File: config.mk
export PLATFORM = sky130hd
export DESIGN_NAME = parking_entry_log
export DESIGN_NICKNAME = d
export VERILOG_FILES = /design/src/rtl/parking_entry_log.sv
export SDC_FILE = /design/constraint.sdc
export NUM_CORES = 1
export LEC_CHECK = 0
export CAP_MARGIN = 20
export CORE_AREA = 2 2 99 101
export CTS_CLUSTER_DIAMETER = 30
export DETAILED_ROUTE_END_ITERATION = 8
export DIE_AREA = 0 0 101 103
export GPL_TIMING_DRIVEN = 0
export PLACE_DENSITY = 0.94
export SYNTH_ARGS = -nofsm -noshare
export SYNTH_HDL_FRONTEND = slang
export SYNTH_SLANG_ARGS = --single-unit
File: constraint.sdc
create_clock -name clk -period 5.5 [get_ports clk]
set_clock_uncertainty 0.15 [all_clocks]
set_input_delay 1.375 -clock clk [delete_from_list [all_inputs] [get_ports clk]]
set_output_delay 1.375 -clock clk [all_outputs]
set_load 0.005 [all_outputs]
File: src/rtl/parking_entry_log.sv
// rtl/parking_entry_log.sv - parking clock, slot allocator and entry-time store
// Stamps cars on entry and presents the stored stamp to the cost block on exit.
`timescale 1ns/1ps
module parking_entry_log #(
  parameter int N_SLOTS     = 8,
  parameter int SLOT_W      = 3,
  parameter int TICK_DIV    = 1000,
  parameter int PRESENT_CYC = 2
) (
  input  logic              clk,
  input  logic              reset,
  input  logic              entry_req,
  input  logic              exit_req,
  input  logic [SLOT_W-1:0] exit_slot,
  output logic              entry_ack,
  output logic              entry_nack,
  output logic [SLOT_W-1:0] entry_slot,
  output logic              exit_ack,
  output logic              exit_err,
  output logic [7:0]        Entry_time,
  output logic [7:0]        current_time,
  output logic              cost_valid,
  output logic [SLOT_W:0]   occupancy,
  output logic              full
);

  localparam int PS_W  = $clog2(TICK_DIV);
  localparam int PC_W  = $clog2(PRESENT_CYC + 1);
  localparam int OCC_W = SLOT_W + 1;
  localparam logic [OCC_W-1:0] OCC_ONE  = OCC_W'(1);
  localparam logic [OCC_W-1:0] OCC_FULL = OCC_W'(N_SLOTS);
  localparam logic [PS_W-1:0]  PS_LAST  = PS_W'(TICK_DIV - 1);
  localparam logic [PC_W-1:0]  PC_LAST  = PC_W'(PRESENT_CYC);

  typedef enum logic [2:0] {
    IDLE      = 3'd0,
    ALLOC     = 3'd1,
    RELEASE   = 3'd2,
    PRESENT   = 3'd3,
    WAIT_DROP = 3'd4
  } state_t;

  state_t              state;
  logic [PS_W-1:0]     prescaler;
  logic [PC_W-1:0]     pcnt;
  logic                svc_exit;
  logic [SLOT_W-1:0]   slot_q;
  logic [N_SLOTS-1:0]  occ;
  logic [7:0]          stamp_mem [N_SLOTS];

  logic                free_found;
  logic [SLOT_W-1:0]   free_idx;
  logic                hit;
  logic [7:0]          hit_stamp;
  logic [7:0]          new_stamp;

  // Scanning downward leaves the lowest free index as the winner.
  always_comb begin
    free_found = 1'b0;
    free_idx   = '0;
    hit        = 1'b0;
    hit_stamp  = 8'd0;
    for (int i = N_SLOTS - 1; i >= 0; i--) begin
      if (!occ[i]) begin
        free_found = 1'b1;
        free_idx   = SLOT_W'(i);
      end
    end
    for (int i = 0; i < N_SLOTS; i++) begin
      if (slot_q == SLOT_W'(i) && occ[i]) begin
        hit       = 1'b1;
        hit_stamp = stamp_mem[i];
      end
    end
  end

  // Zero means "no car" to the cost block, so time 0 is recorded as 1.
  assign new_stamp = (current_time == 8'd0) ? 8'd1 : current_time;

  always_ff @(posedge clk or negedge reset) begin
    if (!reset) begin
      state        <= IDLE;
      prescaler    <= '0;
      pcnt         <= '0;
      svc_exit     <= 1'b0;
      slot_q       <= '0;
      occ          <= '0;
      for (int i = 0; i < N_SLOTS; i++) stamp_mem[i] <= 8'd0;
      entry_ack    <= 1'b0;
      entry_nack   <= 1'b0;
      entry_slot   <= '0;
      exit_ack     <= 1'b0;
      exit_err     <= 1'b0;
      Entry_time   <= 8'd0;
      current_time <= 8'd0;
      cost_valid   <= 1'b0;
      occupancy    <= '0;
      full         <= 1'b0;
    end else begin
      entry_ack  <= 1'b0;
      entry_nack <= 1'b0;
      exit_ack   <= 1'b0;
      exit_err   <= 1'b0;

      if (prescaler == PS_LAST) begin
        prescaler    <= '0;
        current_time <= current_time + 8'd1;
      end else begin
        prescaler <= prescaler + PS_W'(1);
      end

      case (state)
        IDLE: begin
          if (exit_req) begin
            slot_q   <= exit_slot;
            svc_exit <= 1'b1;
            state    <= RELEASE;
          end else if (entry_req) begin
            svc_exit <= 1'b0;
            state    <= ALLOC;
          end
        end
        ALLOC: begin
          if (free_found) begin
            for (int i = 0; i < N_SLOTS; i++) begin
              if (free_idx == SLOT_W'(i)) begin
                occ[i]       <= 1'b1;
                stamp_mem[i] <= new_stamp;
              end
            end
            occupancy  <= occupancy + OCC_ONE;
            full       <= (occupancy + OCC_ONE) == OCC_FULL;
            entry_slot <= free_idx;
            entry_ack  <= 1'b1;
          end else begin
            entry_nack <= 1'b1;
          end
          state <= WAIT_DROP;
        end
        RELEASE: begin
          if (hit) begin
            for (int i = 0; i < N_SLOTS; i++) begin
              if (slot_q == SLOT_W'(i)) begin
                occ[i]       <= 1'b0;
                stamp_mem[i] <= 8'd0;
              end
            end
            Entry_time <= hit_stamp;
            cost_valid <= 1'b1;
            exit_ack   <= 1'b1;
            occupancy  <= occupancy - OCC_ONE;
            full       <= 1'b0;
            pcnt       <= PC_W'(1);
            state      <= PRESENT;
          end else begin
            exit_err <= 1'b1;
            state    <= WAIT_DROP;
          end
        end
        PRESENT: begin
          // pcnt counts presented cycles including the RELEASE edge.
          if (pcnt == PC_LAST) begin
            Entry_time <= 8'd0;
            cost_valid <= 1'b0;
            state      <= WAIT_DROP;
          end else begin
            pcnt <= pcnt + PC_W'(1);
          end
        end
        WAIT_DROP: begin
          if (!(svc_exit ? exit_req : entry_req)) state <= IDLE;
        end
        default: state <= IDLE;
      endcase
    end
  end

endmodule

==> notes.md <==
Implementation numbers.

- The synthesized design contains 120 register bits.
- The number of gates on the worst path with buffers counted is 5.
- Per STA, the startpoint of the critical path is state[2]$_DFFE_PN0P_.
- According to the floorplan report, the die height is ~100 um.
- The routed layout reports a DRC error count of 0.
- Per the synthesis report, the AND-OR/OR-AND share of the synthesized area is 0.225.
- Counting every sink on the clock net gives approximately 120.
- The logic share of the area is 0.367.
- The total chip power is 0.00339 W.
- Warnings raised by the tools during the run amount to 29.
- The report gives the cell count of the worst hold path as 1.
- The number of hold buffers added after CTS was 0.
- The chip occupies 10,400 sq um.
- In this run the clock root is driven by a sky130_fd_sc_hd__clkbuf_8.
- The internal cell power is 0.00222 W.
- The reported clock group power is 0.00118 W.
- Ranking logic cells in the layout by count gives the top entries sky130_fd_sc_hd__dfrtp_1 (120), sky130_fd_sc_hd__nand2_1 (70), sky130_fd_sc_hd__o21ai_0 (58).
- Per STA, the worst path accumulates the most delay in the family AND-OR/OR-AND gates.
- The synthesis report lists the most area-consuming cells as sky130_fd_sc_hd__dfrtp_1 (51%), sky130_fd_sc_hd__a22o_1 (6.7%), sky130_fd_sc_hd__o21ai_0 (5.0%), sky130_fd_sc_hd__nand2_1 (4.5%), sky130_fd_sc_hd__a22oi_1 (1.9%).
- The maximum clock frequency is 289 MHz.
- The highest net fanout along the worst path is 10.
- The launch instance of the worst register-to-register path is state[2]$_DFFE_PN0P_.
- The power report attributes to the sequential group a share of 0.336.
- The post-synthesis mux area share is 0.0182.
- The congestion estimate from routability-driven global placement came to 0.909.
- The width of the die is around 100 um.
- The fraction of synthesis flops using an asynchronous set or reset pin is 1.00.
- The endpoint kind of the worst setup timing path is a flip-flop.
- The switching power share of the total is 0.345.
- The critical path's slowest stage uses the library cell sky130_fd_sc_hd__a222oi_1.
- For hold timing, the worst endpoint is prescaler[0]$_DFF_PN0_.
- Counting cells, the worst reg-to-reg path comes to 5.
- The area taken by multi-input combinational cells is reported as between 2000 and 3000 sq um.
- On the worst path, the slowest cell contributes a delay of approximately 1.3 ns.
- Of the post-synthesis cell area, the dominant cell type holds 0.514.
- For this design the total switching power over the nets is 0.00117 W.
- According to the cell report, flip-flops and latches in the layout number 120.
- The number of iterations in the first detailed-routing pass is 6.
- Summed over all failing endpoints, the final setup total negative slack is 0 ns.
- The script computed a power per unit cell area of 483 nW/um^2.
- The number of global-route vias before repair is 5,110.
- The flip-flop cell with the highest count after synthesis is sky130_fd_sc_hd__dfrtp_1.
- The run finished with clean final reports.
- The number of buffers created by CTS is 17.
- The first global-routing pass estimated 26,300 um of wire.
- The share of total power dissipated in combinational logic is 0.316.
- The share of the clock period used by the worst path is 0.629.
- The routed via count divided by cell count is approximately 6.7.
- The worst flop-to-flop path endpoint is occ[7]$_DFFE_PN0P_.
state kept, by name (all words and copies together) (netlist names):
register and flops:
stamp_mem 64, prescaler 10, Entry_time 8, current_time 8
occ 8, occupancy 4, entry_slot 3, slot_q 3
state 3, pcnt 2, cost_valid 1, entry_ack 1
entry_nack 1, exit_ack 1, exit_err 1, full 1
svc_exit 1
stage by stage:
step / hold slack [ns] / instances
global placement: 0.297 / 740
CTS: 0.318 / 775
finish: 0.326 / 777
floorplan: 0.283 / 591
global route: 0.339 / 777
detailed placement: 0.310 / 743
per-layer routing:
layer | global-route usage | vias to the layer above | part of all wire
li1 | - | 2268 | -
met1 | 0.429 | 2524 | 0.40
met2 | 0.527 | 338 | 0.48
met3 | 0.0976 | 58 | 0.083
met4 | 0.151 | 0 | 0.040
met5 | 0 | - | 0
### Metal layers overlaid

Bar = 20 um.
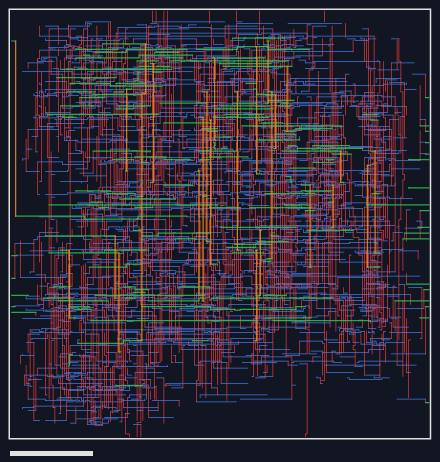
[metal 3] green | wire length: 1,350 um
[metal 4] orange | wire length: 659 um
[metal 2] red | wire length: 7,760 um
[metal 1] blue | wire length: 6,500 um
average wire per standard cell: 20.9 um
total length of routed wires: 16,300 um
overall global routing resource usage: 0.333
vias post-DR: 5,188

### Wires at chosen ports, followed through buffers

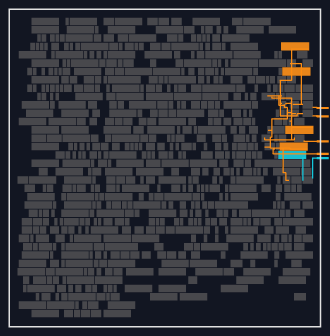
[occupancy] orange | bits: 4 | direction: output | edge: east | end cells: 4 | buffers: 4 | wire: 191 um
[entry_ack] cyan | bits: 1 | direction: output | edge: east | end cells: 1 | buffers: 1 | wire: 17.1 um
IO Count: 36
quantity of I/O buffers inserted on ports: 35

### Sequential cells grouped by signal name

Bar = 20 um.
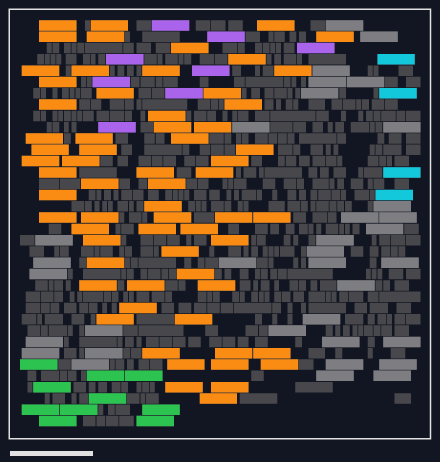
[occupancy] cyan | placed flops: 4
[prescaler] green | placed flops: 10 | where: south-west
[Entry_time] purple | placed flops: 8
[stamp_mem] orange | placed flops: 64
not colored: 34
sequential power: 0.00114 W
fraction of standard cell area that is sequential: 0.428
flip-flop and latch area: 3000 sq um
fraction of the core area covered by cells at the end of the flow: 0.742

### Cell sizes after repair

Bar = 20 um.
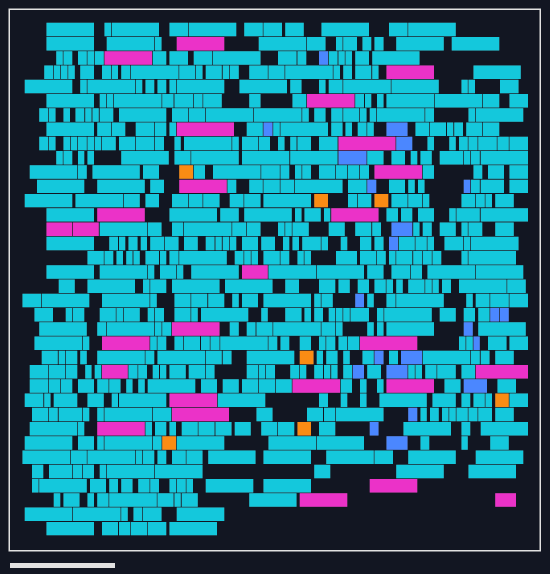
[_2 cells] blue | cells: 22 | share: 3.3%
[_3 and _4 cells] orange | cells: 7 | share: 1.1%
[_6 and larger] magenta | cells: 26 | share: 3.9%
[_0 and _1 cells] cyan | cells: 608 | share: 92%
signed area change from the synthesized netlist to the final layout: 20.0%
Worst Setup Slack, final: 2.04 ns

Power is estimated from default activity; no workload was simulated.
